**src/rtl/data_path_pkg.sv**
```systemverilog
// Shared definitions for the single-bus CPU datapath: IR field layout,
// branch condition codes, ALU operation encoding and small helpers.
package data_path_pkg;

    localparam int DATA_W  = 32;
    localparam int NUM_GPR = 16;
    localparam int SEL_W   = 4;

    // IR field positions
    localparam int RA_LSB  = 23;
    localparam int RB_LSB  = 19;
    localparam int RC_LSB  = 15;
    localparam int C2_LSB  = 19;
    localparam int IMM_MSB = 18;

    typedef enum logic [1:0] {
        BR_ZR = 2'b00,
        BR_NZ = 2'b01,
        BR_PL = 2'b10,
        BR_MI = 2'b11
    } branch_e;

    typedef enum logic [2:0] {
        ALU_PASS,
        ALU_INCPC,
        ALU_ADD,
        ALU_SUB,
        ALU_AND,
        ALU_OR,
        ALU_NEG,
        ALU_NOT
    } alu_op_e;

    // Floating or unknown control lines must behave as deasserted.
    function automatic logic asserted(input logic s);
        return (s === 1'b1);
    endfunction

    function automatic logic branch_taken(input branch_e code, input logic [DATA_W-1:0] value);
        logic taken;
        taken = 1'b0;
        case (code)
            BR_ZR: taken = (value == '0);
            BR_NZ: taken = (value != '0);
            BR_PL: taken = ~value[DATA_W-1];
            BR_MI: taken = value[DATA_W-1];
            default: taken = 1'b0;
        endcase
        return taken;
    endfunction

endpackage

```
**src/rtl/data_path_alu.sv**
```systemverilog
// Combinational ALU: A comes from Y, B from the bus; 64-bit result whose
// upper half sign-extends the 32-bit result (zero upper half for pass-through).
module data_path_alu
    import data_path_pkg::*;
(
    input  logic [DATA_W-1:0]   a,
    input  logic [DATA_W-1:0]   b,
    input  alu_op_e             op,
    output logic [2*DATA_W-1:0] result
);

    logic [DATA_W-1:0] r32;

    // NOTE: every combinational output gets a default first so no path leaves it unassigned (no latch).
    always_comb begin
        r32 = b;
        case (op)
            ALU_INCPC: r32 = b + 32'd1;
            ALU_ADD:   r32 = a + b;
            ALU_SUB:   r32 = a - b;
            ALU_AND:   r32 = a & b;
            ALU_OR:    r32 = a | b;
            ALU_NEG:   r32 = '0 - b;
            ALU_NOT:   r32 = ~b;
            default:   r32 = b;
        endcase

        if (op == ALU_PASS) begin
            result = {{DATA_W{1'b0}}, b};
        end else begin
            result = {{DATA_W{r32[DATA_W-1]}}, r32};
        end
    end

endmodule

```
**src/rtl/data_path.sv**
```systemverilog
// Single-bus 32-bit CPU datapath: GPR file, PC/IR/MAR/MDR/Y/Z registers,
// prioritised bus mux, Ra/Rb/Rc select/encode, ALU and branch CON flip-flop.
module data_path
    import data_path_pkg::*;
(
    input  logic              clock,
    input  logic              clear,
    input  logic [DATA_W-1:0] Mdatain,
    input  logic              MD_read,
    input  logic              Read,
    input  logic              Write,
    input  logic              PCin,
    input  logic              IRin,
    input  logic              MARin,
    input  logic              MDRin,
    input  logic              Yin,
    input  logic              Zlowin,
    input  logic              Zhighin,
    input  logic              CONin,
    input  logic              Rin,
    input  logic              Gra,
    input  logic              Grb,
    input  logic              Grc,
    input  logic              PCout,
    input  logic              MDRout,
    input  logic              Zlowout,
    input  logic              Zhighout,
    input  logic              Csignout,
    input  logic              Rout,
    input  logic              BAout,
    input  logic              ADD,
    input  logic              SUB,
    input  logic              AND,
    input  logic              OR,
    input  logic              NEG,
    input  logic              NOT,
    input  logic              IncPC,
    input  logic              CONFF,
    output logic [DATA_W-1:0] BusMuxOut,
    output logic [DATA_W-1:0] PC_q,
    output logic [DATA_W-1:0] IR_q,
    output logic [DATA_W-1:0] MAR_q,
    output logic [DATA_W-1:0] MDR_q,
    output logic              CON_out
);

    logic [DATA_W-1:0]   gpr [NUM_GPR];
    logic [DATA_W-1:0]   y_q;
    logic [2*DATA_W-1:0] z_q;
    logic                con_q;

    logic [SEL_W-1:0]    sel;
    logic [DATA_W-1:0]   bus_value;
    logic [DATA_W-1:0]   imm_sext;
    alu_op_e             alu_op;
    logic [2*DATA_W-1:0] alu_result;

    // Memory write strobe is consumed by the external memory only.
    logic unused_write;
    assign unused_write = Write;

    always_comb begin
        sel = '0;
        if (asserted(Gra)) begin
            sel = IR_q[RA_LSB +: SEL_W];
        end else if (asserted(Grb)) begin
            sel = IR_q[RB_LSB +: SEL_W];
        end else if (asserted(Grc)) begin
            sel = IR_q[RC_LSB +: SEL_W];
        end
    end

    assign imm_sext = {{(DATA_W-IMM_MSB-1){IR_q[IMM_MSB]}}, IR_q[IMM_MSB:0]};

    // BAout shares the GPR slot in the priority chain; R0 reads as zero for it.
    always_comb begin
        bus_value = '0;
        if (asserted(Rout) || asserted(BAout)) begin
            bus_value = (asserted(BAout) && sel == '0) ? '0 : gpr[sel];
        end else if (asserted(PCout)) begin
            bus_value = PC_q;
        end else if (asserted(MDRout)) begin
            bus_value = MDR_q;
        end else if (asserted(Zhighout)) begin
            bus_value = z_q[2*DATA_W-1:DATA_W];
        end else if (asserted(Zlowout)) begin
            bus_value = z_q[DATA_W-1:0];
        end else if (asserted(Csignout)) begin
            bus_value = imm_sext;
        end
    end

    assign BusMuxOut = bus_value;

    always_comb begin
        alu_op = ALU_PASS;
        if (asserted(IncPC)) begin
            alu_op = ALU_INCPC;
        end else if (asserted(ADD)) begin
            alu_op = ALU_ADD;
        end else if (asserted(SUB)) begin
            alu_op = ALU_SUB;
        end else if (asserted(AND)) begin
            alu_op = ALU_AND;
        end else if (asserted(OR)) begin
            alu_op = ALU_OR;
        end else if (asserted(NEG)) begin
            alu_op = ALU_NEG;
        end else if (asserted(NOT)) begin
            alu_op = ALU_NOT;
        end
    end

    data_path_alu u_alu (
        .a      (y_q),
        .b      (bus_value),
        .op     (alu_op),
        .result (alu_result)
    );

    // NOTE: sequential state uses non-blocking assignments so every register samples pre-edge values.
    always_ff @(posedge clock or posedge clear) begin
        if (clear) begin
            PC_q  <= '0;
            IR_q  <= '0;
            MAR_q <= '0;
            MDR_q <= '0;
            y_q   <= '0;
            z_q   <= '0;
            con_q <= 1'b0;
            // NOTE: the GPR file is flops, not RAM, so clearing all of it on reset is intended.
            for (int i = 0; i < NUM_GPR; i++) begin
                gpr[i] <= '0;
            end
        end else begin
            if (asserted(PCin))  PC_q  <= bus_value;
            if (asserted(IRin))  IR_q  <= bus_value;
            if (asserted(MARin)) MAR_q <= bus_value;
            if (asserted(Yin))   y_q   <= bus_value;
            if (asserted(MDRin)) begin
                MDR_q <= (asserted(MD_read) || asserted(Read)) ? Mdatain : bus_value;
            end
            if (asserted(Zlowin))  z_q[DATA_W-1:0]          <= alu_result[DATA_W-1:0];
            if (asserted(Zhighin)) z_q[2*DATA_W-1:DATA_W]   <= alu_result[2*DATA_W-1:DATA_W];
            if (asserted(Rin))     gpr[sel]                 <= bus_value;
            if (asserted(CONin)) begin
                con_q <= branch_taken(branch_e'(IR_q[C2_LSB +: 2]), bus_value);
            end
        end
    end

    assign CON_out = con_q | asserted(CONFF);

endmodule

```
**config.mk**
```make
export PLATFORM = sky130hd
export DESIGN_NAME = data_path
export DESIGN_NICKNAME = d
export VERILOG_FILES = /design/src/rtl/data_path_pkg.sv /design/src/rtl/data_path_alu.sv /design/src/rtl/data_path.sv
export SDC_FILE = /design/constraint.sdc
export NUM_CORES = 2
export LEC_CHECK = 0
export ABC_AREA = 1
export CAP_MARGIN = 10
export CORE_UTILIZATION = 40
export CTS_CLUSTER_DIAMETER = 120
export DETAILED_ROUTE_END_ITERATION = 10
export PLACE_DENSITY = 0.59
export SETUP_SLACK_MARGIN = 0.2
export SYNTH_ARGS = -nofsm -noshare
export SYNTH_HDL_FRONTEND = slang
export SYNTH_HIERARCHICAL = 1
export SYNTH_SLANG_ARGS = --single-unit
```
**constraint.sdc**
```tcl
create_clock -name clock -period 32.7 [get_ports clock]
set_clock_uncertainty 0.05 [all_clocks]
set_input_delay 8.175 -clock clock [delete_from_list [all_inputs] [get_ports clock]]
set_output_delay 8.175 -clock clock [all_outputs]
set_load 0.02 [all_outputs]
```
==> flow_summary.yaml <==
# generated from flow reports
worst_setup_path:
  setup.worst_path.class: "in -> out"
  crit_slowest_cell: "sky130_fd_sc_hd__buf_4"
  cp-start-kind: "input port"
  cp.arrival_ns: 13.61
  critical_path.endpoint_type: "primary output"
  crit_top_cell: "sky130_fd_sc_hd__nand2_1"
  critical-path-max-stage-delay_ns: 0.83
  crit_family: "buffers and inverters"
final_timing:
  hold-worst-slack_ns: 0.4368
  slew_headroom_pct: 19.20
  timing.final.max_slew_violations: 0
  final-setup-viol-count: 0
  min_period_ns: 21.84
  maxClockFrequency_ghz: 0.04580
  post_route_fraction_of_the_period_consumed_by_the_critical_path_pct: 66.78
  grt_setup_unrepaired: "no"
  finalSetupTns_ns: 0
clocking:
  clk_path_buf_depth: 3
  cts_hold_repair.buffers: 0
  clk_pin_slew_worst_paths_ns: 0.06
  cts_tree: "done"
  level_count_of_the_clock_h_tree: 3
global_route:
  grt_max_degree: 119
  first_global_vias: 36460
  grt_first_pass_wirelength_um: 224900
  overflow: 0
  number_of_antenna_violations_at_the_first_check_in_global_routing: 3
routing:
  drt_iter0_markers: 3112
  number_of_drc_violations_after_detailed_routing: 0
  detailedRoute.firstPassIterationCount: 6
  viasPerCell: 5.099
synthesis:
  synthTopLogicFamily: "simple AND/OR/NAND/NOR gates"
  synth-warning-count: 6
  synth-edff-count: 0
  ys_area_mm2: 0.04213
  yosys.area_share.xor_xnor_pct: 0.04157
  netlist_top_cells_area: "sky130_fd_sc_hd__dfrtp_1 44%, sky130_fd_sc_hd__nand2_1 14%, sky130_fd_sc_hd__nor2_1 9.1%"
  post-synth-top-area-fraction_pct: 43.77
  synth_dominant_cell_count: "sky130_fd_sc_hd__nand2_1"
  async_flop_share_pct: 100.0
  postSynthRegisterBits: 737
  synth-simple-area-share_pct: 27.44
  gate_count_after_technology_mapping: 6037
  count_of_cell_types_in_the_netlist: 46
  synth_top_flop_cell: "sky130_fd_sc_hd__dfrtp_1"
  post_synth_most_frequent_cells: "1,606 x sky130_fd_sc_hd__nand2_1, 1,019 x sky130_fd_sc_hd__nor2_1, 761 x sky130_fd_sc_hd__inv_1, 745 x sky130_fd_sc_hd__a21oi_1, 737 x sky130_fd_sc_hd__dfrtp_1"
  synth_adder_area_share_pct: 2.174
  postSynthSeqShare_pct: 43.77
  synth.cellmix.compoundShare_pct: 13.76
  synth_cell_area_mm2: 0.04213
final_layout:
  share_of_layout_cells_above_drive_strength_1_pct: 6.320
  n_fill_cell: 10690
  final_cell_count_no_fill: 7504
  layout-area-overhead-vs-synth_pct: 13.88
placed_design:
  placed_cells_incl_taps: 7350
  place.gp.congestion: 0.9858
power:
  power.total_uw: 5489
  powerDensity_mw_per_mm2: 114.4
  power.static_leakage_uw: 0.02457
job:
  tool_warnings: 37
  maxCapViolations: 0
floorplan:
  die-height_um: 326.6
  core_area_mm2: 0.1039
  io_pins: 225
worst_hold_path:
  worstHoldPathType: "reg -> reg"
run_status:
  status: "finished, final reports clean"
## stage by stage
stage          cell area, um^2  util (%)
2_1_floorplan            42130         -
3_3_place_gp             45270     43.55
3_5_place_dp             45270     43.55
4_1_cts                  47980     46.16
5_1_grt                  47980     46.16
6_report                 47980     46.16
## path summary, 6_finish.rpt
path	startpoint	to	slack, ns	cells after the start
max in group asynchronous	clear	z_q[51]	21.33	5
min	con_q	con_q	0.44	2
max	Gra	BusMuxOut[15]	10.86	16
max reg2reg	IR_q[15]	z_q[34]	25.06	29
min in group asynchronous	clear	MAR_q[1]	8.05	2
min reg2reg	con_q	con_q	0.44	2
## report_power, final
part,total (uW),internal [uW],switching [uW]
sequential,1620,1360,262
clock,948,547,401
combinational,2920,961,1960
total,5490,2870,2620
## cells in the final DEF (no fill, tap or decap), types with 5 or more instances in the layout
master,count
sky130_fd_sc_hd__nor2_1,969
sky130_fd_sc_hd__o22ai_1,19
sky130_fd_sc_hd__a21boi_0,27
sky130_fd_sc_hd__nand2_1,1605
sky130_fd_sc_hd__clkbuf_8,12
sky130_fd_sc_hd__o211ai_1,56
sky130_fd_sc_hd__nor3_1,16
sky130_fd_sc_hd__buf_4,99
sky130_fd_sc_hd__mux2_2,64
sky130_fd_sc_hd__ha_1,70
sky130_fd_sc_hd__dfrtp_1,737
sky130_fd_sc_hd__clkbuf_1,23
sky130_fd_sc_hd__a22oi_1,12
sky130_fd_sc_hd__and2_1,8
sky130_fd_sc_hd__o21ai_0,152
sky130_fd_sc_hd__a211oi_1,28
sky130_fd_sc_hd__o21ai_1,13
sky130_fd_sc_hd__clkbuf_16,85
sky130_fd_sc_hd__o2111ai_1,7
sky130_fd_sc_hd__buf_2,7
sky130_fd_sc_hd__bufinv_16,5
sky130_fd_sc_hd__nor2_2,30
sky130_fd_sc_hd__nand3b_1,32
sky130_fd_sc_hd__nor2_4,23
sky130_fd_sc_hd__inv_1,759
sky130_fd_sc_hd__or2_2,15
sky130_fd_sc_hd__nand3_1,187
sky130_fd_sc_hd__inv_2,7
sky130_fd_sc_hd__clkinv_2,18
sky130_fd_sc_hd__clkdlybuf4s50_1,216
sky130_fd_sc_hd__nand4_1,29
sky130_fd_sc_hd__a21oi_1,745
## worst min-delay path, cell delays in order, from the launching register on
cell and delay [ns]:
sky130_fd_sc_hd__dfrtp_1 0.34, sky130_fd_sc_hd__nand2_1 0.06, sky130_fd_sc_hd__nand2_1 0.06
## registers in the layout, summed over array words and instances (netlist names)
signal / count
z_q: 64
IR_q: 32
y_q: 32
gpr: 512
MAR_q: 32
con_q: 1
PC_q: 32
MDR_q: 32
## final cells by class
class / count / area, um^2 / area share [%]
Sequential cell: 737 / 18440 / 38.44
Multi-Input combinational cell: 4142 / 19260 / 40.14
Tap cell: 1380 / 1727 / 3.598
Timing Repair Buffer: 322 / 2940 / 6.128
Inverter: 769 / 2897 / 6.037
Clock inverter: 33 / 336.6 / 0.7014
Antenna cell: 1 / 2.502 / 0.005215
Clock buffer: 120 / 2379 / 4.957
## per-layer routing
metal | part of all wire, % | GRT usage (%)
met2 | 47 | 45.79
met5 | 0.012 | 0
met3 | 5.2 | 3.261
met4 | 4.0 | 10.95
met1 | 44 | 36.63
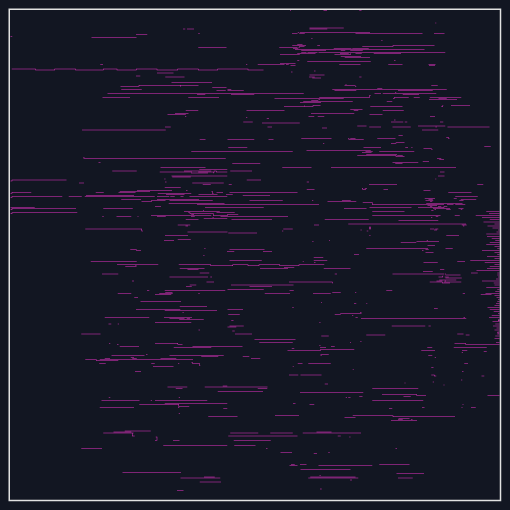
*Met3 routing*
(1.5 px per um)
- longest straight run: 131 um
- nets with wire on the layer: 353
- wire length on this layer: 7,700 um
routing usage on met3: 3.261%
Routed WL: 147,400 um
Via Count: 38,270

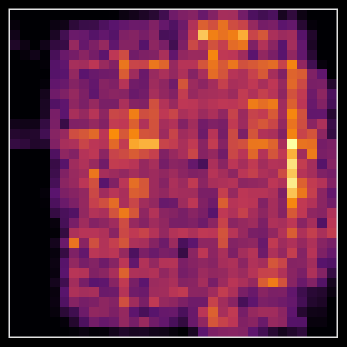
*Routed metal per tile*
(1 px per um) 33 x 33 tiles, from black (low) to pale yellow (high), scaled to the fullest tile. Values are wire area over tile area, all layers added.
- fullest tile: 0.66
- tiles over half the peak: 18%
- mean over tiles: 0.22
- nearly empty tiles: 14%
- densest ninth of the die: right middle
WL per Instance: 19.65 um
global-route total usage across every layer: 27.58%

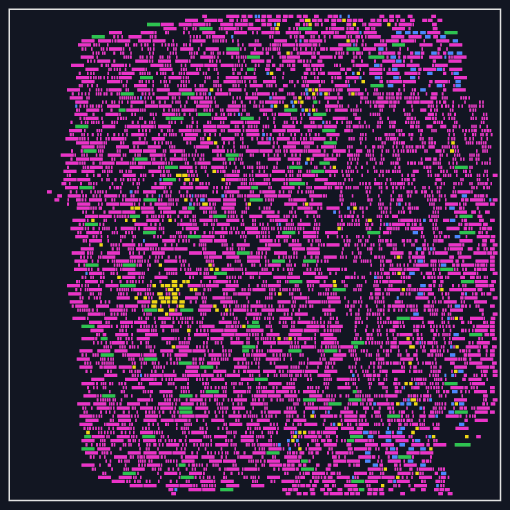
*Drive-strength map*
(1.5 px per um)
- _2 cells: blue (cells 148; share 2.4%)
- _3 and _4 cells: yellow (cells 130; share 2.1%)
- _0 and _1 cells: magenta (cells 5,736; share 94%)
- _6 and larger: green (cells 109; share 1.8%)
least setup slack across all paths after layout: 10.86 ns
Design Area, Final: 0.04798 mm^2
Signal buffers: 322

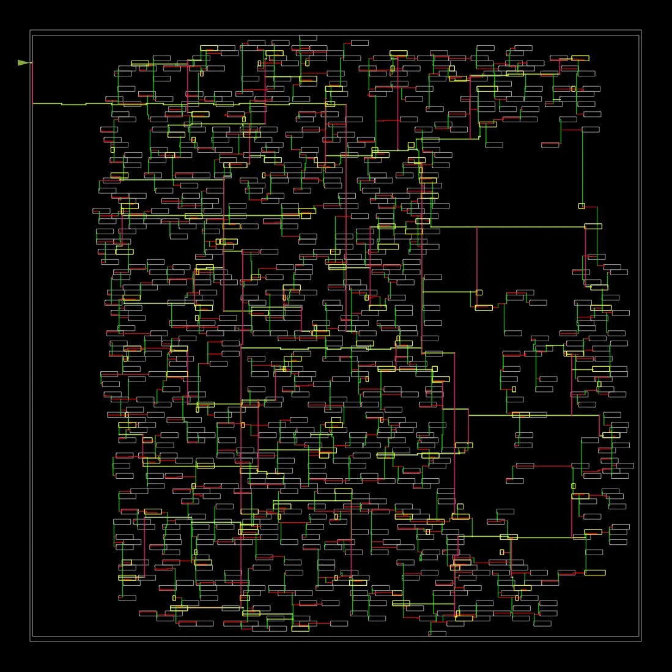
*Clock wiring as the flow saved it*
clock buffer count from CTS: 84
# clk buffers: 120
insertion delay to the later sink of the worst-skew pair: 0.66 ns
Clk. pwr: 948 uW
number of sinks handled by clock tree synthesis: 737

No activity file was given, so power comes from the tool's default toggle rates.
